### Placed standard cells

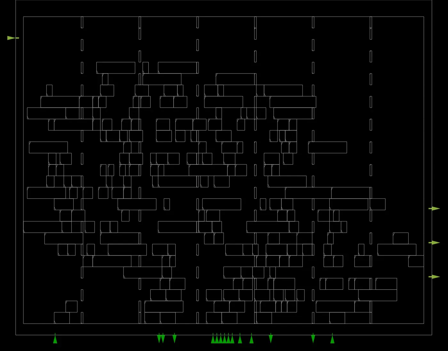
### Wiring by layer

Bar = 20 um.
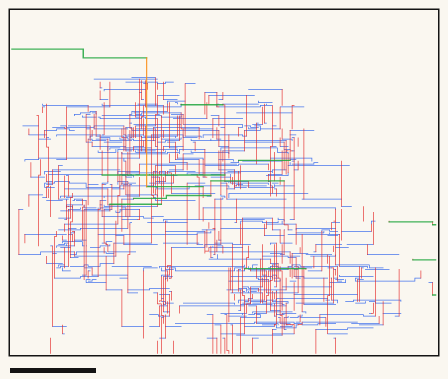
### Drive-strength map

Bar = 20 um.
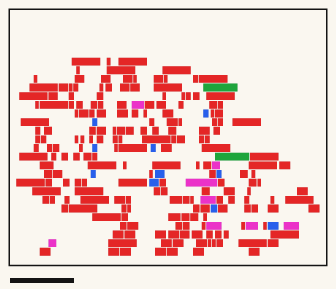
**config.mk**
```make
export PLATFORM = sky130hd
export DESIGN_NAME = keyboard_decoder
export DESIGN_NICKNAME = d
export VERILOG_FILES = /design/src/rtl/bomberman_pkg.sv /design/src/rtl/keyboard_decoder.sv
export SDC_FILE = /design/constraint.sdc
export NUM_CORES = 1
export LEC_CHECK = 0
export CAP_MARGIN = 40
export CORE_ASPECT_RATIO = 0.8
export CORE_MARGIN = 1.5
export CORE_UTILIZATION = 25
export CTS_BUF_LIST = sky130_fd_sc_hd__clkbuf_2
export CTS_CLUSTER_SIZE = 10
export DETAILED_ROUTE_END_ITERATION = 12
export PLACE_DENSITY_LB_ADDON = 0.2
export SKIP_LAST_GASP = 1
export SYNTH_ARGS = -nofsm -noshare
export SYNTH_HDL_FRONTEND = slang
export SYNTH_SLANG_ARGS = --single-unit
```
**constraint.sdc**
```tcl
create_clock -name clk -period 3.6 [get_ports clk]
set_input_delay 0.54 -clock clk [delete_from_list [all_inputs] [get_ports clk]]
set_output_delay 0.54 -clock clk [all_outputs]
set_load 0.005 [all_outputs]
```
**src/rtl/bomberman_pkg.sv**
```systemverilog
// -----------------------------------------------------------------------------
// bomberman_pkg
// Shared definitions for the keyboard front end of the game:
//   - kbd_state_t : decoder FSM states (IDLE, EXT, BRK, EXT_BRK)
//   - PS/2 set-2 prefix and status codes (E0, F0, AA, FC)
//   - scan codes of every mapped key and the bit index of each key output
//   - key_hit()   : does a decoded (code, extended) pair select a given key
// Optional feature macro: KBD_BOMB_KEYS_EN adds the two bomb keys
// (space = 29, right ctrl = E0-14) as key indices 8 and 9.
// -----------------------------------------------------------------------------
package bomberman_pkg;

    typedef enum logic [1:0] {
        ST_IDLE    = 2'd0,
        ST_EXT     = 2'd1,
        ST_BRK     = 2'd2,
        ST_EXT_BRK = 2'd3
    } kbd_state_t;

    // Prefix and keyboard status codes
    localparam logic [7:0] SC_EXT      = 8'hE0;
    localparam logic [7:0] SC_BRK      = 8'hF0;
    localparam logic [7:0] SC_BAT_OK   = 8'hAA;
    localparam logic [7:0] SC_BAT_FAIL = 8'hFC;

    // Player 1: W/S/A/D, non-extended
    localparam logic [7:0] SC_P1_UP    = 8'h1D;
    localparam logic [7:0] SC_P1_DOWN  = 8'h1B;
    localparam logic [7:0] SC_P1_LEFT  = 8'h1C;
    localparam logic [7:0] SC_P1_RIGHT = 8'h23;
    // Player 2: arrow keys, E0-extended
    localparam logic [7:0] SC_P2_UP    = 8'h75;
    localparam logic [7:0] SC_P2_DOWN  = 8'h72;
    localparam logic [7:0] SC_P2_LEFT  = 8'h6B;
    localparam logic [7:0] SC_P2_RIGHT = 8'h74;
    // Bomb keys: space (non-extended), right ctrl (extended)
    localparam logic [7:0] SC_P1_BOMB  = 8'h29;
    localparam logic [7:0] SC_P2_BOMB  = 8'h14;

    // Bit positions of the key outputs inside the decoder's key vector
    localparam int KEY_J1_UP    = 0;
    localparam int KEY_J1_DOWN  = 1;
    localparam int KEY_J1_LEFT  = 2;
    localparam int KEY_J1_RIGHT = 3;
    localparam int KEY_J2_UP    = 4;
    localparam int KEY_J2_DOWN  = 5;
    localparam int KEY_J2_LEFT  = 6;
    localparam int KEY_J2_RIGHT = 7;
    localparam int KEY_J1_BOMB  = 8;
    localparam int KEY_J2_BOMB  = 9;

`ifdef KBD_BOMB_KEYS_EN
    localparam int NUM_KEYS = 10;
`else
    localparam int NUM_KEYS = 8;
`endif

    // True when the byte 'code', decoded with extended flag 'ext', belongs
    // to key index 'idx'. A right code with the wrong extended flag is a miss.
    function automatic logic key_hit(input int idx, input logic [7:0] code, input logic ext);
        logic hit;
        hit = 1'b0;
        case (idx)
            KEY_J1_UP:    hit = !ext && (code == SC_P1_UP);
            KEY_J1_DOWN:  hit = !ext && (code == SC_P1_DOWN);
            KEY_J1_LEFT:  hit = !ext && (code == SC_P1_LEFT);
            KEY_J1_RIGHT: hit = !ext && (code == SC_P1_RIGHT);
            KEY_J2_UP:    hit =  ext && (code == SC_P2_UP);
            KEY_J2_DOWN:  hit =  ext && (code == SC_P2_DOWN);
            KEY_J2_LEFT:  hit =  ext && (code == SC_P2_LEFT);
            KEY_J2_RIGHT: hit =  ext && (code == SC_P2_RIGHT);
            KEY_J1_BOMB:  hit = !ext && (code == SC_P1_BOMB);
            KEY_J2_BOMB:  hit =  ext && (code == SC_P2_BOMB);
            default:      hit = 1'b0;
        endcase
        return hit;
    endfunction

endpackage

```
**src/rtl/keyboard_decoder.sv**
```systemverilog
// -----------------------------------------------------------------------------
// keyboard_decoder
// Turns the PS/2 set-2 scan-code byte stream into held-key levels for two
// players. E0/F0 prefixes are tracked by a 4-state FSM; a prefix left hanging
// for TIMEOUT_CYCLES clocks is abandoned. AA/FC from the keyboard (self-test
// after reconnect) releases every key.
//
// Parameters:
//   TIMEOUT_CYCLES  prefix-abandon timeout in clk cycles
// Ports:
//   clk                     system clock, posedge
//   reset_n                 asynchronous active-low reset
//   scan_code[7:0]          byte from the PS/2 receiver
//   scan_valid              one-cycle strobe qualifying scan_code
//   j1_up/down/left/right   player-1 held keys (registered)
//   j2_up/down/left/right   player-2 held keys (registered)
//   j1_bomb, j2_bomb        bomb keys, only when KBD_BOMB_KEYS_EN is defined
// Optional feature macro: KBD_BOMB_KEYS_EN
// -----------------------------------------------------------------------------
module keyboard_decoder
    import bomberman_pkg::*;
#(
    parameter int TIMEOUT_CYCLES = 2_000_000
) (
    input  logic       clk,
    input  logic       reset_n,
    input  logic [7:0] scan_code,
    input  logic       scan_valid,
    output logic       j1_up,
    output logic       j1_down,
    output logic       j1_left,
    output logic       j1_right,
    output logic       j2_up,
    output logic       j2_down,
    output logic       j2_left,
`ifdef KBD_BOMB_KEYS_EN
    output logic       j2_right,
    output logic       j1_bomb,
    output logic       j2_bomb
`else
    output logic       j2_right
`endif
);

    localparam int CNT_W = (TIMEOUT_CYCLES > 1) ? $clog2(TIMEOUT_CYCLES) : 1;
    localparam logic [CNT_W-1:0] CNT_LAST = CNT_W'(TIMEOUT_CYCLES - 1);

    kbd_state_t          state_reg, state_next;
    logic [CNT_W-1:0]    cnt_reg, cnt_next;
    logic [NUM_KEYS-1:0] keys_reg, keys_next;

    logic ev_valid;     // a non-prefix byte completed a make/break sequence
    logic ev_ext;       // that sequence started with E0
    logic ev_brk;       // that sequence contained F0
    logic clear_all;    // keyboard self-test code seen in IDLE
    logic timeout_hit;

    // Timeout fires only in a cycle without a byte; a byte arriving in the
    // same cycle is decoded normally.
    assign timeout_hit = (state_reg != ST_IDLE) && (cnt_reg == CNT_LAST);

    always_comb begin
        state_next = state_reg;
        ev_valid   = 1'b0;
        ev_ext     = 1'b0;
        ev_brk     = 1'b0;
        clear_all  = 1'b0;
        if (scan_valid) begin
            case (state_reg)
                ST_IDLE: begin
                    if (scan_code == SC_EXT) begin
                        state_next = ST_EXT;
                    end else if (scan_code == SC_BRK) begin
                        state_next = ST_BRK;
                    end else begin
                        ev_valid  = 1'b1;
                        clear_all = (scan_code == SC_BAT_OK) || (scan_code == SC_BAT_FAIL);
                    end
                end
                ST_EXT: begin
                    if (scan_code == SC_BRK) begin
                        state_next = ST_EXT_BRK;
                    end else if (scan_code != SC_EXT) begin
                        ev_valid   = 1'b1;
                        ev_ext     = 1'b1;
                        state_next = ST_IDLE;
                    end
                end
                ST_BRK: begin
                    if (scan_code == SC_EXT) begin
                        state_next = ST_EXT;
                    end else if (scan_code != SC_BRK) begin
                        ev_valid   = 1'b1;
                        ev_brk     = 1'b1;
                        state_next = ST_IDLE;
                    end
                end
                default: begin // ST_EXT_BRK
                    if (scan_code == SC_EXT) begin
                        state_next = ST_EXT;
                    end else if (scan_code != SC_BRK) begin
                        ev_valid   = 1'b1;
                        ev_ext     = 1'b1;
                        ev_brk     = 1'b1;
                        state_next = ST_IDLE;
                    end
                end
            endcase
        end else if (timeout_hit) begin
            state_next = ST_IDLE;
        end
    end

    // Counter idles at zero in IDLE, restarts on every byte, and parks at the
    // timeout value instead of wrapping.
    always_comb begin
        cnt_next = cnt_reg;
        if (scan_valid || (state_reg == ST_IDLE)) begin
            cnt_next = '0;
        end else if (!timeout_hit) begin
            cnt_next = cnt_reg + 1'b1;
        end
    end

    genvar gi;
    generate
        for (gi = 0; gi < NUM_KEYS; gi++) begin : g_key
            logic hit;
            assign hit = ev_valid && key_hit(gi, scan_code, ev_ext);
            // Make sets, break clears; a repeated make simply keeps the 1.
            assign keys_next[gi] = clear_all ? 1'b0 :
                                   hit       ? !ev_brk :
                                               keys_reg[gi];
        end
    endgenerate

    always_ff @(posedge clk or negedge reset_n) begin
        if (!reset_n) begin
            state_reg <= ST_IDLE;
            cnt_reg   <= '0;
            keys_reg  <= '0;
        end else begin
            state_reg <= state_next;
            cnt_reg   <= cnt_next;
            keys_reg  <= keys_next;
        end
    end

    assign j1_up    = keys_reg[KEY_J1_UP];
    assign j1_down  = keys_reg[KEY_J1_DOWN];
    assign j1_left  = keys_reg[KEY_J1_LEFT];
    assign j1_right = keys_reg[KEY_J1_RIGHT];
    assign j2_up    = keys_reg[KEY_J2_UP];
    assign j2_down  = keys_reg[KEY_J2_DOWN];
    assign j2_left  = keys_reg[KEY_J2_LEFT];
    assign j2_right = keys_reg[KEY_J2_RIGHT];
`ifdef KBD_BOMB_KEYS_EN
    assign j1_bomb  = keys_reg[KEY_J1_BOMB];
    assign j2_bomb  = keys_reg[KEY_J2_BOMB];
`endif

endmodule

```
==> flow_summary.yaml <==
# generated from flow reports
place:
  place_inst: 297
  globalplace.congestion: 0.7569
  pre_cts_slack_ns: 1.039
critical_path:
  regToRegSetupSlack_ns: 1.61
  end_kind: "register"
  worstSetupStartpointType: "input port"
  critical_path_required_ns: 3.87
  rr_endpoint: "cnt_reg[18]"
  crit_family: "simple AND/OR/NAND/NOR gates"
  rr_startpoint: "cnt_reg[0]"
  cp_max_fo: 9
  worstSetupEndpoint: "keys_reg[4]"
flow_run:
  drv_cap: 0
  warning_count: 26
power_and_ir_drop:
  power_frac_comb: 0.075
  internal_power_uw: 570.1
  ir_drop_uv: 138.7
hold_path:
  hp-class: "in2async"
yosys:
  numSynthFlops: 31
  synth.avg_cell_area_um2: 9.444
  syn_area_um2: 1861
  fp_nets: 209
  yosysTopAreaCell: "dfrtp_1"
  yosysChipArea_um2: 1861
sta:
  hold_viol: 0
  fin_crit_ns: 2.169
  finalClockSkew_ns: 0.02854
  slew_violations: 0
  fmaxAchievable_mhz: 461.1
  setup_slack_ns: 1.431
floorplan:
  dieHeight_um: 80.16
  chip_area_um2: 7972
clocking:
  clock-sinks: 31
  cts.root.buffer_cell: "clkbuf_2"
final_layout:
  fin_nets: 229
  largest_reg_flops: 21
  n_antenna_cell: 0
  drive_gt1_frac: 0.09174
grt:
  grt_util_met3: 0.03220
  grt_pass1_wl_um: 7914
routing:
  wl_met2_um: 1819
  ant_nets: 0
  dr_wl_met3_um: 175
status:
  status: "finished clean"
Notes on 'Placed standard cells' above:
final cell utilization of the core: 0.3155
post-route insts no fill: 305

Notes on 'Wiring by layer' above:
[M2] red | wire length: 1820 um
[M3] green | wire length: 175 um
[M1] blue | wire length: 2470 um
[M4] orange | wire length: 29.9 um
post-DR wirelength/cell: 14.73 um
via count: 1614
routed wire length: 4493 um
GRT Util Overall: 0.1254

Notes on 'Drive-strength map' above:
[x3 and x4] magenta | cells: 8 | share: 3.7%
[x1 and smaller] red | cells: 198 | share: 91%
[x2] blue | cells: 10 | share: 4.6%
[x6 and larger] green | cells: 2 | share: 0.92%

[power by group through the flow]
| stage | logic [mW] | clock network (mW) | registers [mW] |
|---|---|---|---|
| 2_1_floorplan | 0.0197 | 0 | 0.363 |
| 3_3_place_gp | 0.0559 | 0 | 0.362 |
| 3_5_place_dp | 0.0558 | 0 | 0.363 |
| 4_1_cts | 0.0559 | 0.330 | 0.357 |
| 5_1_grt | 0.0610 | 0.344 | 0.357 |
| 6_report | 0.0546 | 0.319 | 0.356 |
[area by class of cell]
cell class / instances / area [um^2] / share of cell area
tap: 87 / 108.9 / 0.04910
sequential: 31 / 775.7 / 0.3499
inverter: 4 / 15.01 / 0.006772
multi-input combinational: 155 / 1032 / 0.4656
clock buffer: 6 / 30.03 / 0.01354
clock inverter: 2 / 60.06 / 0.02709
timing repair buffer: 20 / 195.2 / 0.08804
[worst reg2reg max path: stages, from the launching register on]
cell and delay, ns:
dfrtp_1 0.44, ha_1 0.24, and4_1 0.38, nand3_1 0.18, or4b_1 0.52, a21oi_1 0.14
[through the flow]
| stage | cell area (um^2) | hold WS, ns | power [mW] |
|---|---|---|---|
| 2_1_floorplan | 1861 | 0.2444 | 0.3823 |
| 3_3_place_gp | 2127 | 0.5159 | 0.4184 |
| 3_5_place_dp | 2127 | 0.5262 | 0.4185 |
| 4_1_cts | 2217 | 0.5388 | 0.7424 |
| 5_1_grt | 2217 | 0.5399 | 0.7623 |
| 6_report | 2217 | 0.5368 | 0.7296 |
[cells by family after synthesis]
group	count (synthesis)	synth area share
flip-flops	31	0.4169
multiplexers	3	0.01614
XOR/XNOR	8	0.03766
buffers and inverters	11	0.02824
adder cells (fa/ha/maj)	1	0.006724
AND/OR/NAND/NOR	104	0.3463
AND-OR/OR-AND	39	0.1480
No activity file was given, so power comes from the tool's default toggle rates.
